Design secded_decodificador_flat, sky130hd; sources not shown.
### M1 wires

Supply wires on this layer in gray.
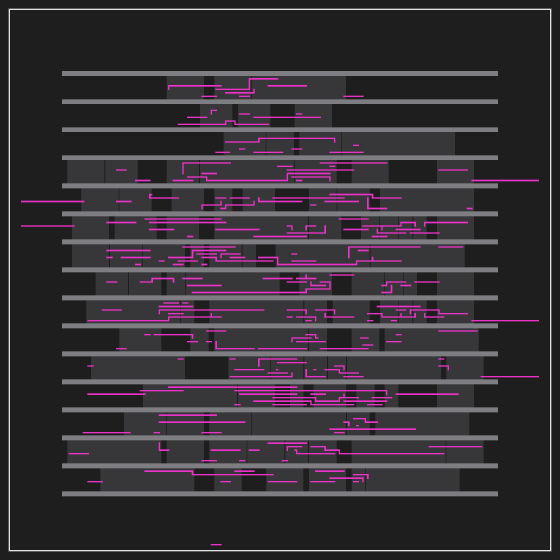
- wire length on this layer: 661 µm
- main direction: horizontal
- longest straight run: 14.7 µm
- nets with wire on the layer: 98
post-detailed-routing wire length: 1740 µm
via total after detailed routing: 647
GR met1 Demand/Resource: 15.8%

### Routing congestion

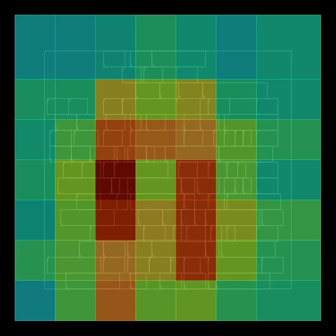
busiest layer in global routing: met2
met2 global-route usage: 27.1%
total routing usage reported by global routing: 15.6%

### Where the registers sit

Other sequential cells in the stronger gray, the rest of the logic in the fainter gray.
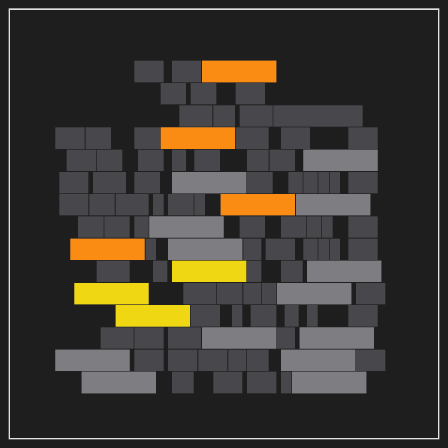
- orange: u_core.r_cw (flops 4)
- yellow: u_core.bus.pos_error (flops 3)
- not colored: 13
power consumed by sequential cells: 0.341 mW
utilization after layout: 69.8%

==> Slide: Implementation Results <==
Flow Results at a Glance

Min path
  – Worst hold stages: 2
  – Path category of the worst min-delay check: flip-flop to flip-flop

Power and ir drop
  – Final Power: 0.815 mW
  – Cell area power density: around 680 nW/µm²

Timing
  – Worst hold slack after final layout: between 0.4 and 0.5 ns
  – Fin Clk Skew: around 0.0056 ns
  – Final hold viol count: 0
  – Ratio of final minimum period to clock period: 77.8%
  – Final total negative setup slack: 0 ns

Synthesis
  – Most popular library cell in the synthesized design by count: sky130_fd_sc_hd__dfrtp_1
  – Area share, top type: between 50% and 60%
  – Mapped cell area: between 800 and 900 µm²

Routing
  – Number of DRC markers in iteration 0: 6
  – Number of routed nets with antenna violations: 0
  – Routed len/inst: 13.8 µm

Layout
  – Multi-Input Combinational: 54

Floorplanning
  – Starting density of the core: 52.1%

Clocking
  – Bufs on Longest Clock Path: 2
  – TritonCTS sink count: 20

Critical path
  – Setup CP Type: input pin to primary output

Status
  – Run status: finished clean
layer usage:
layer / vias up / global-route usage (%) / routed length, µm
met2: 18 / 27.1 / 936
met5: - / 0 / 0
met3: 5 / 3.42 / 72
met1: 314 / 15.8 / 660
li1: 310 / - / -
met4: 0 / 12.8 / 66
report_power, final:
| group | internal (mW) | total (mW) | switching (mW) | leakage (nW) |
|---|---|---|---|---|
| logic | 0.135 | 0.284 | 0.149 | 0.220 |
| clock network | 0.116 | 0.190 | 0.0745 | 0.0279 |
| registers | 0.290 | 0.341 | 0.0507 | 0.240 |
| total | 0.541 | 0.815 | 0.274 | 0.489 |
logic make-up after synthesis:
family,count (synthesis),share of synthesized area (%)
mux,9,11.3
simple gates,21,12.2
compound gates,9,5.29
buf+inv,2,0.973
flops,20,55.6
xor+xnor,15,14.6
Power figures rest on the tool's default switching activity, not on a simulated workload.
